<file path="src/rtl/lc3b_line_responder.sv">
// lc3b_line_responder
//   Memory-side responder for the LC-3b word port. Keeps one 128-bit line
//   (single entry, write-back, write-allocate) and serves word/byte accesses
//   from it. On a miss the dirty line is written back to physical memory and
//   then the requested line is filled.
//
//   Ports
//     clk, reset_n            clock, asynchronous active-low reset
//     mem_read / mem_write    CPU request, held until mem_resp
//     mem_wmask               byte enables ([0] low byte, [1] high byte)
//     mem_address / mem_wdata CPU byte address (bit 0 ignored) and write data
//     mem_resp / mem_rdata    one-cycle completion pulse and read data
//     pmem_read / pmem_write  line fill / writeback request, held until pmem_resp
//     pmem_address            line address (low 4 bits zero)
//     pmem_wdata / pmem_rdata writeback line / fill line
//     pmem_resp               physical memory completion pulse

// Byte-enable merge for one word of the line.
module lc3b_word_merge (
  input  logic        sel,
  input  logic [1:0]  wmask,
  input  logic [15:0] old_w,
  input  logic [15:0] wdata,
  output logic [15:0] new_w
);
  always_comb begin
    new_w = old_w;
    if (sel) begin
      if (wmask[0]) new_w[7:0]  = wdata[7:0];
      if (wmask[1]) new_w[15:8] = wdata[15:8];
    end
  end
endmodule

module lc3b_line_responder #(
  parameter int LINE_W = 128,
  parameter int ADDR_W = 16
) (
  input  logic              clk,
  input  logic              reset_n,
  input  logic              mem_read,
  input  logic              mem_write,
  input  logic [1:0]        mem_wmask,
  input  logic [ADDR_W-1:0] mem_address,
  input  logic [15:0]       mem_wdata,
  output logic              mem_resp,
  output logic [15:0]       mem_rdata,
  output logic              pmem_read,
  output logic              pmem_write,
  output logic [ADDR_W-1:0] pmem_address,
  output logic [LINE_W-1:0] pmem_wdata,
  input  logic [LINE_W-1:0] pmem_rdata,
  input  logic              pmem_resp
);
  localparam int WORDS = LINE_W / 16;
  localparam int IDX_W = $clog2(WORDS);
  localparam int TAG_W = ADDR_W - 4;

  typedef enum logic [1:0] {IDLE, RESP, WRITEBACK, FILL} state_t;

  state_t                       state_q, state_d;
  logic                         valid_q, valid_d;
  logic                         dirty_q, dirty_d;
  logic [TAG_W-1:0]             tag_q,   tag_d;
  logic [WORDS-1:0][15:0]       line_q,  line_d;
  // Word index of the hit being answered, so RESP does not depend on the
  // CPU keeping mem_address stable after the request was sampled.
  logic [IDX_W-1:0]             widx_q,  widx_d;
  // Tag of the line being fetched; latched so the fill address stays put
  // even if the CPU drops or changes its request mid-miss.
  logic [TAG_W-1:0]             mtag_q,  mtag_d;

  logic                         req;
  logic                         hit;
  logic [IDX_W-1:0]             a_idx;
  logic [TAG_W-1:0]             a_tag;
  logic [WORDS-1:0][15:0]       line_mrg;

  assign req   = mem_read | mem_write;
  assign a_idx = mem_address[IDX_W:1];
  assign a_tag = mem_address[ADDR_W-1:4];
  assign hit   = valid_q && (tag_q == a_tag);

  for (genvar k = 0; k < WORDS; k++) begin : g_word
    lc3b_word_merge u_merge (
      .sel   (a_idx == IDX_W'(k)),
      .wmask (mem_wmask),
      .old_w (line_q[k]),
      .wdata (mem_wdata),
      .new_w (line_mrg[k])
    );
  end

  always_ff @(posedge clk or negedge reset_n) begin
    if (!reset_n) begin
      state_q <= IDLE;
      valid_q <= 1'b0;
      dirty_q <= 1'b0;
      tag_q   <= '0;
      line_q  <= '0;
      widx_q  <= '0;
      mtag_q  <= '0;
    end else begin
      state_q <= state_d;
      valid_q <= valid_d;
      dirty_q <= dirty_d;
      tag_q   <= tag_d;
      line_q  <= line_d;
      widx_q  <= widx_d;
      mtag_q  <= mtag_d;
    end
  end

  // Next-state logic.
  always_comb begin
    state_d = state_q;
    valid_d = valid_q;
    dirty_d = dirty_q;
    tag_d   = tag_q;
    line_d  = line_q;
    widx_d  = widx_q;
    mtag_d  = mtag_q;
    unique case (state_q)
      IDLE: begin
        if (req) begin
          if (hit) begin
            state_d = RESP;
            widx_d  = a_idx;
            // Read+write together is a write; an all-zero mask still
            // marks the line dirty.
            if (mem_write) begin
              line_d  = line_mrg;
              dirty_d = 1'b1;
            end
          end else begin
            mtag_d  = a_tag;
            state_d = (valid_q && dirty_q) ? WRITEBACK : FILL;
          end
        end
      end
      RESP: state_d = IDLE;
      WRITEBACK: begin
        if (pmem_resp) begin
          dirty_d = 1'b0;
          state_d = FILL;
        end
      end
      FILL: begin
        if (pmem_resp) begin
          line_d  = pmem_rdata;
          tag_d   = mtag_q;
          valid_d = 1'b1;
          dirty_d = 1'b0;
          // Back to IDLE: the still-held request then hits.
          state_d = IDLE;
        end
      end
      default: state_d = IDLE;
    endcase
  end

  // Outputs decode straight from state, so reset clears them immediately.
  always_comb begin
    mem_resp     = 1'b0;
    mem_rdata    = '0;
    pmem_read    = 1'b0;
    pmem_write   = 1'b0;
    pmem_address = '0;
    pmem_wdata   = '0;
    unique case (state_q)
      RESP: begin
        mem_resp  = 1'b1;
        mem_rdata = line_q[widx_q];
      end
      WRITEBACK: begin
        pmem_write   = 1'b1;
        pmem_address = {tag_q, 4'h0};
        pmem_wdata   = line_q;
      end
      FILL: begin
        pmem_read    = 1'b1;
        pmem_address = {mtag_q, 4'h0};
      end
      default: ;
    endcase
  end
endmodule

</file>
<file path="config.mk">
export PLATFORM = sky130hd
export DESIGN_NAME = lc3b_line_responder
export DESIGN_NICKNAME = d
export VERILOG_FILES = /design/src/rtl/lc3b_line_responder.sv
export SDC_FILE = /design/constraint.sdc
export NUM_CORES = 1
export LEC_CHECK = 0
export ABC_CLOCK_PERIOD_IN_PS = 4100
export CELL_PAD_IN_SITES_DETAIL_PLACEMENT = 0
export CELL_PAD_IN_SITES_GLOBAL_PLACEMENT = 1
export CORE_MARGIN = 2
export CORE_UTILIZATION = 41
export CTS_BUF_LIST = sky130_fd_sc_hd__clkbuf_8
export CTS_CLUSTER_SIZE = 30
export DETAILED_ROUTE_END_ITERATION = 16
export PLACE_DENSITY = 0.9
export SETUP_SLACK_MARGIN = 0.3
export SLEW_MARGIN = 40
export SYNTH_ARGS = -nofsm -noshare
export SYNTH_HDL_FRONTEND = slang
export SYNTH_HIERARCHICAL = 1
export SYNTH_SLANG_ARGS = --single-unit
export TNS_END_PERCENT = 10
</file>
<file path="constraint.sdc">
create_clock -name clk -period 4.1 [get_ports clk]
set_input_delay 1.23 -clock clk [delete_from_list [all_inputs] [get_ports clk]]
set_output_delay 1.23 -clock clk [all_outputs]
set_load 0.01 [all_outputs]
</file>
==> images/zoom.png <==
Bar = 5 µm. Window x 115 to 135, y 115 to 135 µm. Cells in grey, sequential cells in the stronger grey; small squares are vias.
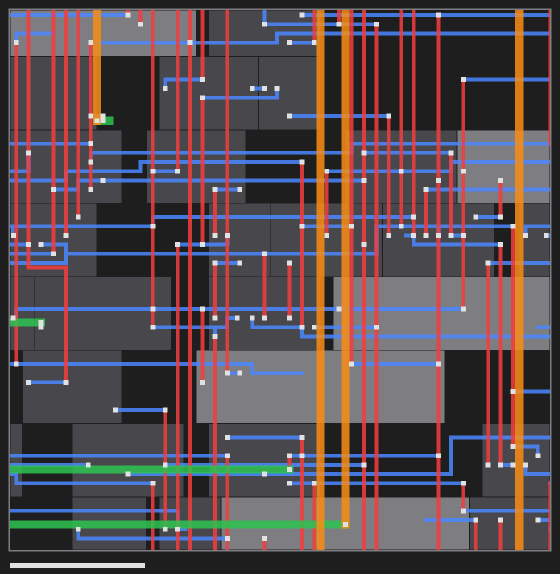
legend:
  met1:
    colour: blue
  met4:
    colour: orange
  met2:
    colour: red
  met3:
    colour: green
sequential cells in the window: 4
netlist names of flops here include: `line_q` (4)
most frequent: mux2_2 (6)
cells with their middle in the window: 24

==> images/metal_stack.png <==
Bar = 50 µm. Two of the layers only.
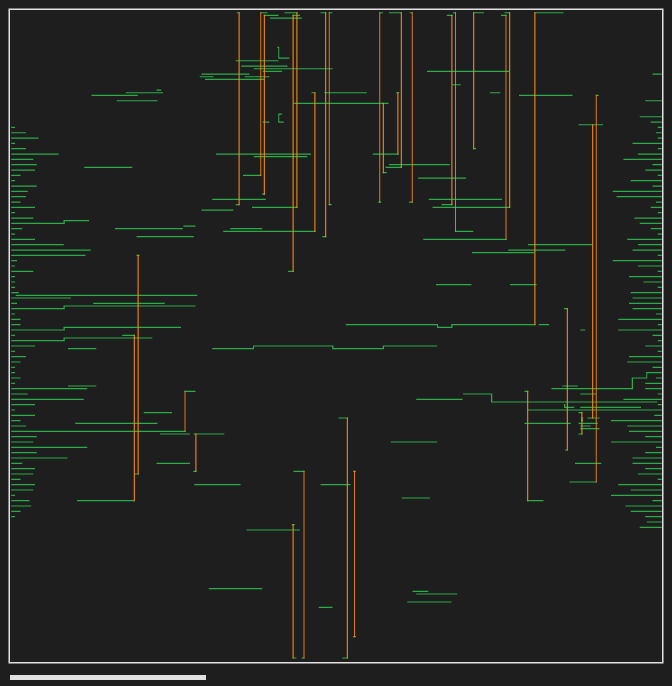
legend:
  met4:
    colour: orange
    wire_length: 1,430 µm
  met3:
    colour: green
    wire_length: 2,040 µm
DRT Wirelength: 36,830 µm
vias: 9,015
All-Layer GR Usage: 0.2630
Avg WL per Cell: 23.09 µm

==> qor.yml <==
cells_and_area:
  logic_gate_count: 726
  clk_share: 0.02358
  design.seq.count: 159
  drive_gt1_frac: 0.2875
  fillers: 2246
  nets: 1413
drt:
  ant_nets: 0
  first_pass_iters: 5
  wl_met2_um: 17900
sta:
  fin_skew_ps: 12.26
  worst_slew_pin_slew_ps: 729.8
  timing.final.max_slew_violations: 0
  setup_slack_ps: 418.5
  setup_viol: 0
  rsz0062_at_grt: "false"
job:
  openroad.warnings: 29
  drv_cap: 0
critical_path:
  r2r-start: "tag_q[5]"
  endpoint_kind: "primary output"
  cp.required_ps: 2870
clock_tree:
  cts_setup_buffers: 0
  cts-resized-gates: 1
  cts_sinks: 159
hold_path:
  hold_end: "dirty_q"
  hold_path.startpoint: "dirty_q"
floorplan:
  fp.dieW_um: 166.3
  tap_cells: 335
  row_count: 59
  chipArea_um2: 27650
  io_pins: 330
synth:
  top_area_frac: 0.3685
  synth.distinct_cells: 38
  yosys_cells: 963
  ys.flops: 159
  most_common_cell: "dfrtp_1"
  ys_top_cells_by_count: "dfrtp_1, mux2_2, nand2b_1, and2_1, o221a_2"
global_routing:
  antenna_found_initial: 1
status:
  outcome: "finished, final reports clean"
power:
  power_leakage_nw: 5.349
  top_power_group: "combinational cells"
  p_clk_frac: 0.106
placement:
  placed_cell_area_um2: 14390
==> images/final_congestion.png <==
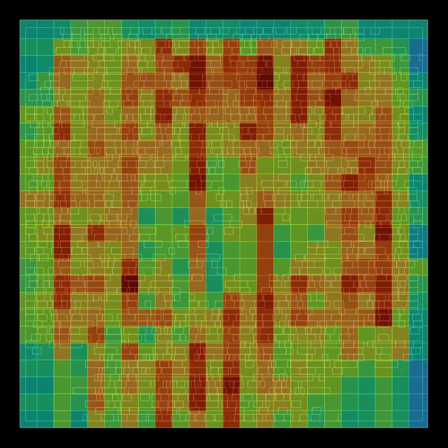
GR peak layer: met2
fin util: 0.5678
met2 Resource Use GR: 0.4258
met3 Usage GRT: 0.05052

==> images/wire_density.png <==
33 x 33 tiles, from white (low) to dark blue (high), scaled to the fullest tile. Values are wire area over tile area, all layers added.
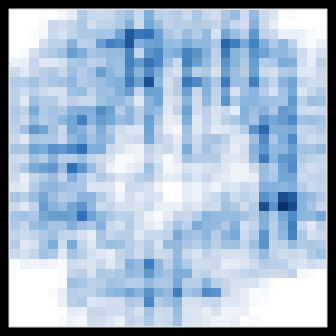
mean over tiles: 0.21
nearly empty tiles: 8.5%
fullest tile: 0.72
tiles over half the peak: 13%

cell families after synthesis:
logic type             share of synthesized area
AND-OR/OR-AND                             0.1381
XOR/XNOR                                 0.01055
buffers and inverters                    0.03442
flip-flops                                0.3685
multiplexers                              0.2443
other                                  0.0003473
AND/OR/NAND/NOR                           0.2037
worst max path at each step:
stage | slack (ps) | startpoint | to
after global placement | 510 | mem_address[9] | line_q[84]
after CTS | 320 | widx_q[0] | mem_rdata[0]
after detailed placement | 500 | mem_address[9] | line_q[65]
after floorplan | 1250 | widx_q[0] | mem_rdata[0]
after global routing | 290 | widx_q[0] | mem_rdata[7]
final | 420 | widx_q[0] | mem_rdata[0]
flip-flops by register name, indices dropped and copies added (netlist names):
register  count
tag_q        12
widx_q        3
valid_q       1
line_q      128
mtag_q       12
dirty_q       1
state_q       2
No activity file was given, so power comes from the tool's default toggle rates.
